**Signal wires on met2**

Scale: 4 px per um.
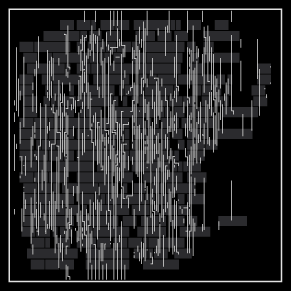
**Selected gate families**

Scale: 6 px per um.
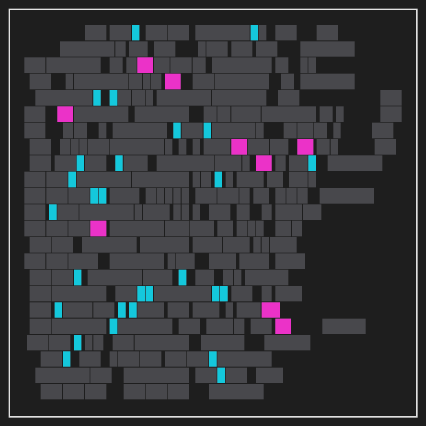
**config.mk**
```make
export PLATFORM = sky130hd
export DESIGN_NAME = float_add_arb
export DESIGN_NICKNAME = d
export VERILOG_FILES = /design/src/rtl/float_add_arb_pkg.sv /design/src/rtl/float_add_arb_float_add.sv /design/src/rtl/float_add_arb.sv
export SDC_FILE = /design/constraint.sdc
export NUM_CORES = 1
export LEC_CHECK = 0
export CAP_MARGIN = 40
export CORE_MARGIN = 2
export CORE_UTILIZATION = 50
export DETAILED_ROUTE_END_ITERATION = 6
export GPL_ROUTABILITY_DRIVEN = 0
export GPL_TIMING_DRIVEN = 0
export PLACE_DENSITY = 0.92
export SYNTH_ARGS = -nofsm -noshare
export SYNTH_HDL_FRONTEND = slang
export SYNTH_SLANG_ARGS = --single-unit
```
**constraint.sdc**
```tcl
create_clock -name clk -period 4.21 [get_ports clk]
set_input_delay 0.842 -clock clk [delete_from_list [all_inputs] [get_ports clk]]
set_output_delay 0.842 -clock clk [all_outputs]
set_load 0.03 [all_outputs]
```
**src/rtl/float_add_arb_pkg.sv**
```systemverilog
// Shared constants and FSM state type for the arbitrated 8-bit float adder.
// Format: 3-bit exponent, 5-bit significand with explicit leading one.
package float_add_arb_pkg;

    localparam int FLT_W = 8;
    localparam int EXP_W = 3;
    localparam int MAN_W = 5;

    localparam logic [FLT_W-1:0] FLT_MAX = 8'b111_11111;

    typedef enum logic [1:0] {
        IDLE,
        COMPUTE,
        RESPOND
    } state_t;

endpackage

```
**src/rtl/float_add_arb_float_add.sv**
```systemverilog
// Combinational adder for the 3-bit exponent / 5-bit significand format.
// Aligns to the larger exponent, truncates shifted bits, saturates on exponent overflow.
module float_add
    import float_add_arb_pkg::*;
(
    input  logic [FLT_W-1:0] aIn,
    input  logic [FLT_W-1:0] bIn,
    output logic [FLT_W-1:0] result
);

    logic [EXP_W-1:0] exp_a, exp_b, exp_big, exp_diff;
    logic [MAN_W-1:0] man_a, man_b, man_big, man_small, man_shift, man_norm;
    logic [MAN_W:0]   man_sum;
    logic [EXP_W:0]   exp_sum;

    always_comb begin
        exp_a = aIn[FLT_W-1 -: EXP_W];
        exp_b = bIn[FLT_W-1 -: EXP_W];
        man_a = aIn[MAN_W-1:0];
        man_b = bIn[MAN_W-1:0];

        if (exp_a >= exp_b) begin
            exp_big   = exp_a;
            man_big   = man_a;
            man_small = man_b;
            exp_diff  = exp_a - exp_b;
        end else begin
            exp_big   = exp_b;
            man_big   = man_b;
            man_small = man_a;
            exp_diff  = exp_b - exp_a;
        end

        man_shift = man_small >> exp_diff;
        man_sum   = {1'b0, man_big} + {1'b0, man_shift};

        // A carry out of the significand renormalises by one place.
        man_norm = man_sum[MAN_W] ? man_sum[MAN_W:1] : man_sum[MAN_W-1:0];
        exp_sum  = {1'b0, exp_big} + {{EXP_W{1'b0}}, man_sum[MAN_W]};

        result = exp_sum[EXP_W] ? FLT_MAX : {exp_sum[EXP_W-1:0], man_norm};
    end

endmodule

```
**src/rtl/float_add_arb.sv**
```systemverilog
// Round-robin arbiter sharing one float_add between NREQ requesters (IDLE/COMPUTE/RESPOND).
// Optional out_sat output enabled by defining FLOAT_ADD_ARB_SAT_FLAG_EN.
module float_add_arb
    import float_add_arb_pkg::*;
#(
    parameter int NREQ = 2
) (
    input  logic                  clk,
    input  logic                  reset,
    input  logic [NREQ-1:0]       in_valid,
    output logic [NREQ-1:0]       in_ready,
    input  logic [FLT_W*NREQ-1:0] in_a,
    input  logic [FLT_W*NREQ-1:0] in_b,
    output logic [NREQ-1:0]       out_valid,
    input  logic [NREQ-1:0]       out_ready,
    output logic [FLT_W-1:0]      out_result
`ifdef FLOAT_ADD_ARB_SAT_FLAG_EN
    ,
    output logic                  out_sat
`endif
);

    localparam int IDX_W = $clog2(NREQ);

    state_t           state;
    logic [IDX_W-1:0] last_grant;
    logic [IDX_W-1:0] gnt_idx;
    logic [FLT_W-1:0] op_a, op_b;

    logic             sel_found;
    logic [IDX_W-1:0] sel_idx;
    logic [IDX_W-1:0] cand_idx;
    logic [FLT_W-1:0] sel_a, sel_b;
    logic [FLT_W-1:0] sum;

    // Scan from the requester after the last grant so every waiter is reached within NREQ ops.
    always_comb begin
        sel_found = 1'b0;
        sel_idx   = '0;
        cand_idx  = '0;
        for (int k = 1; k <= NREQ; k++) begin
            cand_idx = IDX_W'((int'(last_grant) + k) % NREQ);
            if (state == IDLE && !sel_found && in_valid[cand_idx]) begin
                sel_found = 1'b1;
                sel_idx   = cand_idx;
            end
        end
        in_ready = sel_found ? (NREQ'(1) << sel_idx) : '0;
    end

    always_comb begin
        sel_a = '0;
        sel_b = '0;
        for (int i = 0; i < NREQ; i++) begin
            if (IDX_W'(i) == sel_idx) begin
                sel_a = in_a[FLT_W*i +: FLT_W];
                sel_b = in_b[FLT_W*i +: FLT_W];
            end
        end
    end

    float_add u_float_add (
        .aIn    (op_a),
        .bIn    (op_b),
        .result (sum)
    );

    always_ff @(posedge clk or posedge reset) begin
        if (reset) begin
            state      <= IDLE;
            last_grant <= IDX_W'(NREQ - 1);
            gnt_idx    <= '0;
            op_a       <= '0;
            op_b       <= '0;
            out_valid  <= '0;
            out_result <= '0;
`ifdef FLOAT_ADD_ARB_SAT_FLAG_EN
            out_sat    <= 1'b0;
`endif
        end else begin
            unique case (state)
                IDLE: begin
                    if (sel_found) begin
                        op_a       <= sel_a;
                        op_b       <= sel_b;
                        gnt_idx    <= sel_idx;
                        last_grant <= sel_idx;
                        state      <= COMPUTE;
                    end
                end
                COMPUTE: begin
                    out_result <= sum;
`ifdef FLOAT_ADD_ARB_SAT_FLAG_EN
                    out_sat    <= (sum == FLT_MAX);
`endif
                    out_valid  <= NREQ'(1) << gnt_idx;
                    state      <= RESPOND;
                end
                RESPOND: begin
                    if (out_ready[gnt_idx]) begin
                        out_valid <= '0;
                        state     <= IDLE;
                    end
                end
                default: state <= IDLE;
            endcase
        end
    end

endmodule

```
==> job_summary.md <==
## Implementation flow summary

| Metric | Value |
|---|---|
| Total gr overflow | `0` |
| Number of diodes | `0` |
| CTS Buf Count | `5` |
| Final Skew | `0.01166 ns` |
| Flop2flop setup slack | `0.14 ns` |
| # rows | `23` |
| Fmax | `245.6 MHz` |
| CP peak stage delay | `0.60 ns` |
| Die X-Extent | `67.69 um` |
| Final nets | `314` |
| Failing checks | `DRC` |
| Flip-flops with a built-in enable | `0` |
| Vias in the first global route | `1764` |
| Tally of buffers added on design ports | `49` |
| CTS root buf | `clkbuf_8` |
| Top cells by area | `dfrtp_1 (36%), a222oi_1 (7.9%), ha_1 (7.4%)` |
| # IOs | `50` |
| R2R Path End | `out_result[7]$_DFFE_PP0P_` |
| Final Max Slew Viols | `0` |
| Floorplan Nets | `256` |
| Post-DP HPWL | `3719 um` |
| Endpoints failing setup | `0` |
| Wire per inst | `15.79 um` |
| Layout cells sized above 1 | `8.779%` |
| Largest net degree at the start of global routing | `23` |
| Log Warnings | `29` |
| Yosys cell count | `203` |
| Fill cells | `265` |
| Min-delay src | `last_grant$_DFFE_PP1P_` |
| Later-pin clock latency in the skew report | `0.29 ns` |
| Initial Util | `51.44%` |
| Status | `finished, violations left` |
| Clk slew on worst S/H paths | `0.07 ns` |
| DRT Pass-1 Iters | `7` |
| CP Launch Type | `flop` |
| Synth unique cells | `42` |
| Critical path depth in cells | `16` |
| Critical path's slowest cell | `mux4_1` |
| Most frequent cell after synthesis | `dfrtp_1` |
| Design area | `2745 um2` |
| Core Util, Final | `69.63%` |
| Total Routing Usage GR | `24.43%` |
| Relative slew slack | `63.67%` |
| Chip Area, Yosys | `2028 um2` |
| HP Class | `reg2reg` |
| Crit path DAT | `4.22 ns` |
| DRC | `7` |
| Post-synth top area cell | `dfrtp_1` |
| Post-synth seq share | `37.08%` |
| Max-cap violations | `0` |
About 'signal wires on met2':
longest straight run: 32.3 um
nets with wire on the layer: 277
main direction: vertical
wire length on this layer: 2540 um
grt met2 use: 42.40%
Routed Wire Length: 4928 um
DR vias: 1848

About 'selected gate families':
| colour | family | cells | most used |
|---|---|---|---|
| magenta | AND-OR and OR-AND gates | 9 | a21o_1 |
| cyan | inverters | 28 | inv_1 |
most frequent logic cell in the layout: clkdlybuf4s50_1
Cell Count, Final, Fillers Out: 312
Comb/total area: 40.66%

==> cell families (layout without fill, tap and decap cells) <==
kind of cell	after synthesis	after routing	share of synthesized area (%)
AND/OR/NAND/NOR	45	45	10.61
flip-flops	30	30	37.08
adder cells (fa/ha/maj)	15	15	10.36
XOR/XNOR	4	4	1.728
buffers and inverters	38	97	7.896
AND-OR/OR-AND	56	56	21.65
multiplexers	15	15	10.67
==> flip-flops by register name, summed over array words and instances, names as in the netlist <==
signal	count
out_valid	2
op_b	8
last_grant	1
op_a	8
state	2
out_result	8
gnt_idx	1
==> layout by cell type (no fill, tap or decap), types with 6 or more instances in the layout <==
cell type	n
a21o_1	7
a21oi_1	9
a222oi_1	16
a31oi_1	9
clkbuf_1	7
clkbuf_8	6
clkdlybuf4s50_1	49
dfrtp_1	29
ha_1	12
inv_1	28
mux2i_1	9
nand2_1	19
nor2_1	12
==> stage by stage <==
stage               hold WS [ns]  instances
CTS                       0.5124        311
detailed placement        0.5037        303
finish                    0.5107        312
global placement          0.5008        302
global route              0.5280        312
floorplan                 0.4934        203
==> area by class of cell <==
type	count	share of cell area, %
Clock inverter	1	1.094
Tap cell	50	2.279
Clock buffer	7	3.145
Inverter	28	3.829
Timing Repair Buffer	51	19.60
Multi-Input combinational cell	135	40.66
Sequential cell	30	27.39
Buffer	10	2.005
==> layer usage <==
metal	GRT usage, %	wire length (um)
met1	29.27	1962
met2	42.40	2544
met3	6.000	330
met4	8.673	90
met5	0	0
